==> config.mk <==
export PLATFORM = sky130hd
export DESIGN_NAME = serial_chunk_adder
export DESIGN_NICKNAME = d
export VERILOG_FILES = /design/src/rtl/serial_chunk_adder_pkg.sv /design/src/rtl/serial_chunk_adder_slice_adder2.sv /design/src/rtl/serial_chunk_adder.sv
export SDC_FILE = /design/constraint.sdc
export NUM_CORES = 1
export LEC_CHECK = 0
export CORE_AREA = 5 5 55 81
export CTS_CLUSTER_SIZE = 12
export DETAILED_ROUTE_END_ITERATION = 8
export DIE_AREA = 0 0 60 86
export GPL_TIMING_DRIVEN = 1
export PLACE_DENSITY_LB_ADDON = 0.3
export REMOVE_ABC_BUFFERS = 1
export SYNTH_ARGS = -nofsm -noshare
export SYNTH_HDL_FRONTEND = slang
export SYNTH_SLANG_ARGS = --single-unit
==> constraint.sdc <==
create_clock -name clk -period 4.79 [get_ports clk]
set_input_delay 0.958 -clock clk [delete_from_list [all_inputs] [get_ports clk]]
set_output_delay 0.958 -clock clk [all_outputs]
set_load 0.02 [all_outputs]
==> src/rtl/serial_chunk_adder_pkg.sv <==
// Shared definitions for the serial chunk adder: FSM encoding, slice width
// and the chunk-counter width helper.
package serial_chunk_adder_pkg;

  typedef enum logic [1:0] {
    IDLE = 2'd0,
    RUN  = 2'd1,
    DONE = 2'd2
  } state_t;

  localparam int CHUNK_W = 2;

  // Counter width for n chunks; a single-chunk adder still needs one bit.
  function automatic int cnt_w(input int nchunk);
    int w;
    w = $clog2(nchunk);
    if (w < 1) begin
      w = 1;
    end else begin
      w = w;
    end
    return w;
  endfunction

endpackage

==> src/rtl/serial_chunk_adder_slice_adder2.sv <==
// Two-bit combinational slice adder; the only arithmetic in the serial adder,
// reused on every chunk cycle.
module slice_adder2
  import serial_chunk_adder_pkg::*;
(
  input  logic [CHUNK_W-1:0] a,
  input  logic [CHUNK_W-1:0] b,
  input  logic               cin,
  output logic [CHUNK_W-1:0] s,
  output logic               cout
);

  logic [CHUNK_W:0] sum_s;

  // Zero-extend both chunks so the top bit of the sum is the carry-out.
  always_comb begin
    sum_s = {1'b0, a} + {1'b0, b} + {{CHUNK_W{1'b0}}, cin};
  end

  assign s    = sum_s[CHUNK_W-1:0];
  assign cout = sum_s[CHUNK_W];

endmodule

==> src/rtl/serial_chunk_adder.sv <==
// Multi-cycle adder: processes WIDTH-bit operands two bits per clock through
// slice_adder2 with a registered carry. Define SERIAL_CHUNK_ADDER_SUB_EN to
// add the sub input (x - y, carry=1 meaning no borrow).
module serial_chunk_adder
  import serial_chunk_adder_pkg::*;
#(
  parameter int WIDTH = 8
) (
  input  logic             clk,
  input  logic             rst,
  input  logic             start,
  input  logic [WIDTH-1:0] x,
  input  logic [WIDTH-1:0] y,
`ifdef SERIAL_CHUNK_ADDER_SUB_EN
  input  logic             sub,
`endif
  output logic             busy,
  output logic             done,
  output logic [WIDTH-1:0] z,
  output logic             carry
);

  localparam int NCHUNK = WIDTH / CHUNK_W;
  localparam int CW     = cnt_w(NCHUNK);
  localparam logic [CW-1:0] LAST_CHUNK = CW'(NCHUNK - 1);

  state_t             state_r;
  state_t             state_s;
  logic [WIDTH-1:0]   x_r;
  logic [WIDTH-1:0]   y_r;
  logic [WIDTH-1:0]   sum_r;
  logic [WIDTH-1:0]   sum_next_s;
  logic [CW-1:0]      cnt_r;
  logic               cin_r;
  logic               sub_r;
  logic               sub_in_s;
  logic [WIDTH-1:0]   z_r;
  logic               carry_r;
  logic               busy_r;
  logic               done_r;
  logic               busy_s;
  logic               done_s;
  logic               accept_s;
  logic               last_s;
  logic [CHUNK_W-1:0] a_s;
  logic [CHUNK_W-1:0] b_s;
  logic [CHUNK_W-1:0] s_s;
  logic               cout_s;
  int                 idx_s;

`ifdef SERIAL_CHUNK_ADDER_SUB_EN
  assign sub_in_s = sub;
`else
  assign sub_in_s = 1'b0;
`endif

  assign accept_s = (state_r == IDLE) && start;
  assign last_s   = (cnt_r == LAST_CHUNK);

  // Select the current chunk; subtraction inverts y and relies on cin=1.
  always_comb begin
    idx_s      = CHUNK_W * int'(cnt_r);
    a_s        = x_r[idx_s +: CHUNK_W];
    b_s        = y_r[idx_s +: CHUNK_W] ^ {CHUNK_W{sub_r}};
    sum_next_s = sum_r;
    sum_next_s[idx_s +: CHUNK_W] = s_s;
  end

  slice_adder2 u_slice (
    .a    (a_s),
    .b    (b_s),
    .cin  (cin_r),
    .s    (s_s),
    .cout (cout_s)
  );

  // FSM state register.
  always_ff @(posedge clk or posedge rst) begin
    if (rst) begin
      state_r <= IDLE;
    end else begin
      state_r <= state_s;
    end
  end

  // FSM next-state logic.
  always_comb begin
    state_s = state_r;
    case (state_r)
      IDLE: begin
        if (start) begin
          state_s = RUN;
        end else begin
          state_s = IDLE;
        end
      end
      RUN: begin
        if (last_s) begin
          state_s = DONE;
        end else begin
          state_s = RUN;
        end
      end
      DONE:    state_s = IDLE;
      default: state_s = IDLE;
    endcase
  end

  // FSM outputs, decoded from the next state so the flops track the state.
  always_comb begin
    busy_s = 1'b0;
    done_s = 1'b0;
    case (state_s)
      RUN:     busy_s = 1'b1;
      DONE:    done_s = 1'b1;
      default: begin
        busy_s = 1'b0;
        done_s = 1'b0;
      end
    endcase
  end

  // Registered handshake outputs.
  always_ff @(posedge clk or posedge rst) begin
    if (rst) begin
      busy_r <= 1'b0;
      done_r <= 1'b0;
    end else begin
      busy_r <= busy_s;
      done_r <= done_s;
    end
  end

  // Operand capture, per-chunk accumulation and result load on RUN exit.
  always_ff @(posedge clk or posedge rst) begin
    if (rst) begin
      x_r     <= {WIDTH{1'b0}};
      y_r     <= {WIDTH{1'b0}};
      sum_r   <= {WIDTH{1'b0}};
      cnt_r   <= {CW{1'b0}};
      cin_r   <= 1'b0;
      sub_r   <= 1'b0;
      z_r     <= {WIDTH{1'b0}};
      carry_r <= 1'b0;
    end else begin
      case (state_r)
        IDLE: begin
          if (accept_s) begin
            x_r   <= x;
            y_r   <= y;
            sum_r <= {WIDTH{1'b0}};
            cnt_r <= {CW{1'b0}};
            cin_r <= sub_in_s;
            sub_r <= sub_in_s;
          end
        end
        RUN: begin
          sum_r <= sum_next_s;
          cin_r <= cout_s;
          cnt_r <= cnt_r + {{(CW-1){1'b0}}, 1'b1};
          if (last_s) begin
            z_r     <= sum_next_s;
            carry_r <= cout_s;
          end
        end
        default: begin
          cnt_r <= cnt_r;
        end
      endcase
    end
  end

  assign busy  = busy_r;
  assign done  = done_r;
  assign z     = z_r;
  assign carry = carry_r;

endmodule
==> metrics.cfg <==
[cells_and_area]
multi_input_comb_area_um2 = 718
bufAreaShareNonClock_pct = 13.7
antenna_diode_count = 0
fill_cells = 318
top_cell_class_by_occupied_area = sequential cells
seq_area_um2 = 951
area.growth.synth_to_final_pct = 23.1
area.share.combinational_pct = 33.1
nNonClkInverters = 15
flop-count = 38
n_clock_buffer = 6

[grt]
antenna_found_initial = 0
first_global_vias = 1344
grt_max_degree = 39
grt_pass1_wl_um = 6150

[synth]
syn-cell-area_mm2 = 0.00176
synth_sequential_area_ratio_pct = 53.9
top_cells_by_area = sky130_fd_sc_hd__dfrtp_1, sky130_fd_sc_hd__mux2_2, sky130_fd_sc_hd__mux4_2
yosys-stat-cells = 136
post-synth-top-area-fraction_pct = 53.9
ys_types = 28
syn_area_per_cell_um2 = 13.0
post_synth_fa_ha_maj_area_fraction_pct = 5.82

[clock_network]
clk_pin_slew_ps = 80
cts_made_buffers = 5
clock_path_buffers = 2
ctsRootBufferMaster = sky130_fd_sc_hd__clkbuf_8
post_cts_buffers = 0

[timing]
rsz0062_at_grt = false
finalClockSkew_ps = 7.88
fin_tns_setup_ps = 0
finalHoldViolations = 0
hold-worst-slack_ps = 488
tightest_slew_ps = 494
post-route-period-util_pct = 56.1

[floorplan]
die_w_um = 60
top_level_ports = 30
dieArea_mm2 = 0.00516

[critical_path]
setup.worst_path.end_class = flip-flop
cpPeakStageDelay_ps = 660
timing.rr.start = cnt_r[0]
critical-path-top-cell-by-count = sky130_fd_sc_hd__fa_1
crit_path_start_kind = flip-flop
worstSetupPathType = reg -> reg
worstPathBufferInverterCount = 1
worstPathMaxFanout = 13
critical_path.top_delay_family = adder cells
cp-startpoint = cnt_r[0]
critical_path.slowest_cell = sky130_fd_sc_hd__dfrtp_1

[place]
hpwlAfterDp_um = 2710
replace_congestion = 0.815
dpl.cell_count = 204
postPlaceCellArea_mm2 = 0.00208
preCtsSetupSlack_ps = 2100

[drt]
initialDrtViolationCount = 57
drt-pass1-iter-count = 4
route.detailed.vias_per_inst = 5.56

[status]
outcome = completed

[min_path]
min_from = z[5]
timing.hold.worst_path_depth = 1

[power]
power.static_leakage_nw = 0.940

[flow_run]
warnings = 29

[routing by layer]
layer	up-vias	wire length [µm]	global-route usage [%]
met2	29	2090	29.2
met1	600	1260	16.0
met4	0	73	8.06
met3	8	147	3.46
li1	541	-	-
met5	-	0	0
[worst max path at each step]
| stage | to | cells past startpoint |
|---|---|---|
| after detailed placement | sum_r[5] | 6 |
| after global routing | sum_r[1] | 6 |
| after global placement | z[7] | 6 |
| after floorplan | z[7] | 6 |
| final | sum_r[5] | 6 |
| after CTS | sum_r[5] | 6 |
[flip-flops by register name, indices dropped and copies added (netlist names)]
name and flops:
x_r 8, sum_r 6, z 8, y_r 8, done 1, cin_r 1, state_r 2, carry 1
cnt_r 2, busy 1
[cells in the mapped netlist, types with 2 or more instances]
master                      number
sky130_fd_sc_hd__mux4_2          4
sky130_fd_sc_hd__fa_1            2
sky130_fd_sc_hd__dfrtp_1        38
sky130_fd_sc_hd__inv_1          15
sky130_fd_sc_hd__o21a_1          5
sky130_fd_sc_hd__a21oi_1         6
sky130_fd_sc_hd__buf_4           3
sky130_fd_sc_hd__o221ai_1        5
sky130_fd_sc_hd__nand2_1         9
sky130_fd_sc_hd__ha_1            5
sky130_fd_sc_hd__o22ai_1         6
sky130_fd_sc_hd__o21ai_0         3
sky130_fd_sc_hd__nand2b_1        4
sky130_fd_sc_hd__nand4bb_1       2
sky130_fd_sc_hd__mux2_2         16
[power breakdown]
| part | total (mW) | internal [mW] | switching (mW) |
|---|---|---|---|
| clock | 0.230 | 0.116 | 0.114 |
| sequential | 0.587 | 0.474 | 0.112 |
| combinational | 0.809 | 0.388 | 0.421 |
| total | 1.63 | 0.978 | 0.648 |
floorplan.png
The bar under the picture is 20 µm long. Pins as bars on the die edge. Tap cells in gray.
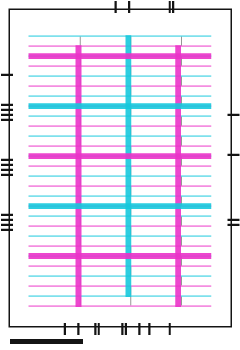
Key: cyan = VDD; magenta = VSS
30 signal pins sit on the boundary. 5 straps on met5. 3 straps on met4. The core has 27 rows. 43 tap cells.
Core Box Area: 0.00365 mm²
die height: 86 µm

class_map.png
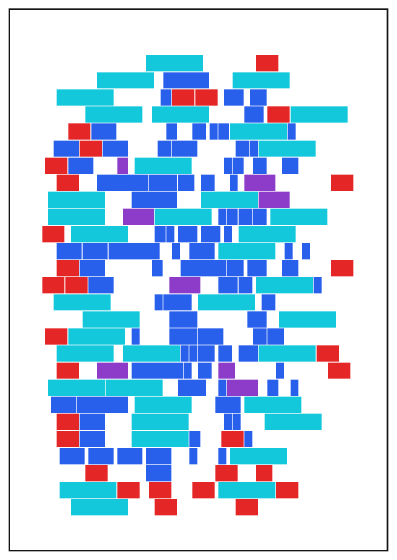
Key: purple = clock drivers and dummy loads [cells 8, share of their area 4.5%]; red = remaining buffers and delay cells [cells 30, share of their area 14%]; blue = remaining logic cells [cells 93, share of their area 37%]; cyan = registers [cells 38, share of their area 45%]
Seq/total area: 43.8%
floorplan row count: 27
final design utilization: 59.5%
final standard cell area without fillers: 0.00217 mm²

clock_wires.png
The bar under the picture is 20 µm long.
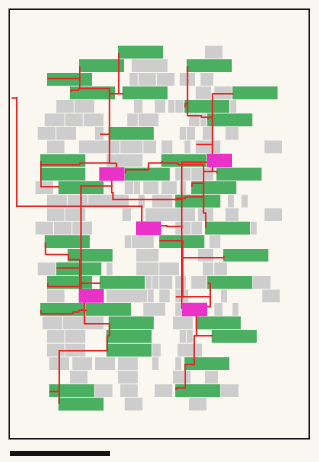
Key: green = flip-flops [count 38]; magenta = clock-net drivers [count 5]; red = clock wires [length 461 µm]
There are 6 routed clock nets.
clock group share of total power: 14.1%
latest clock arrival within the worst-skew pair: 300 ps

layers.png
The bar under the picture is 20 µm long. Two of the layers only.
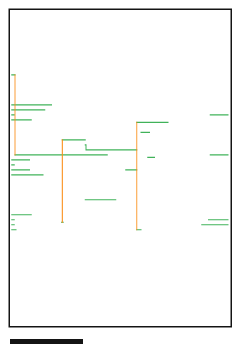
Key: orange = M4 [wire length 73.4 µm]; green = M3 [wire length 147 µm]
Overall Global Routing Usage: 15.9%
Routed WL per cell: 16.8 µm
overall routed net length: 3570 µm

No activity file was given, so power comes from the tool's default toggle rates.
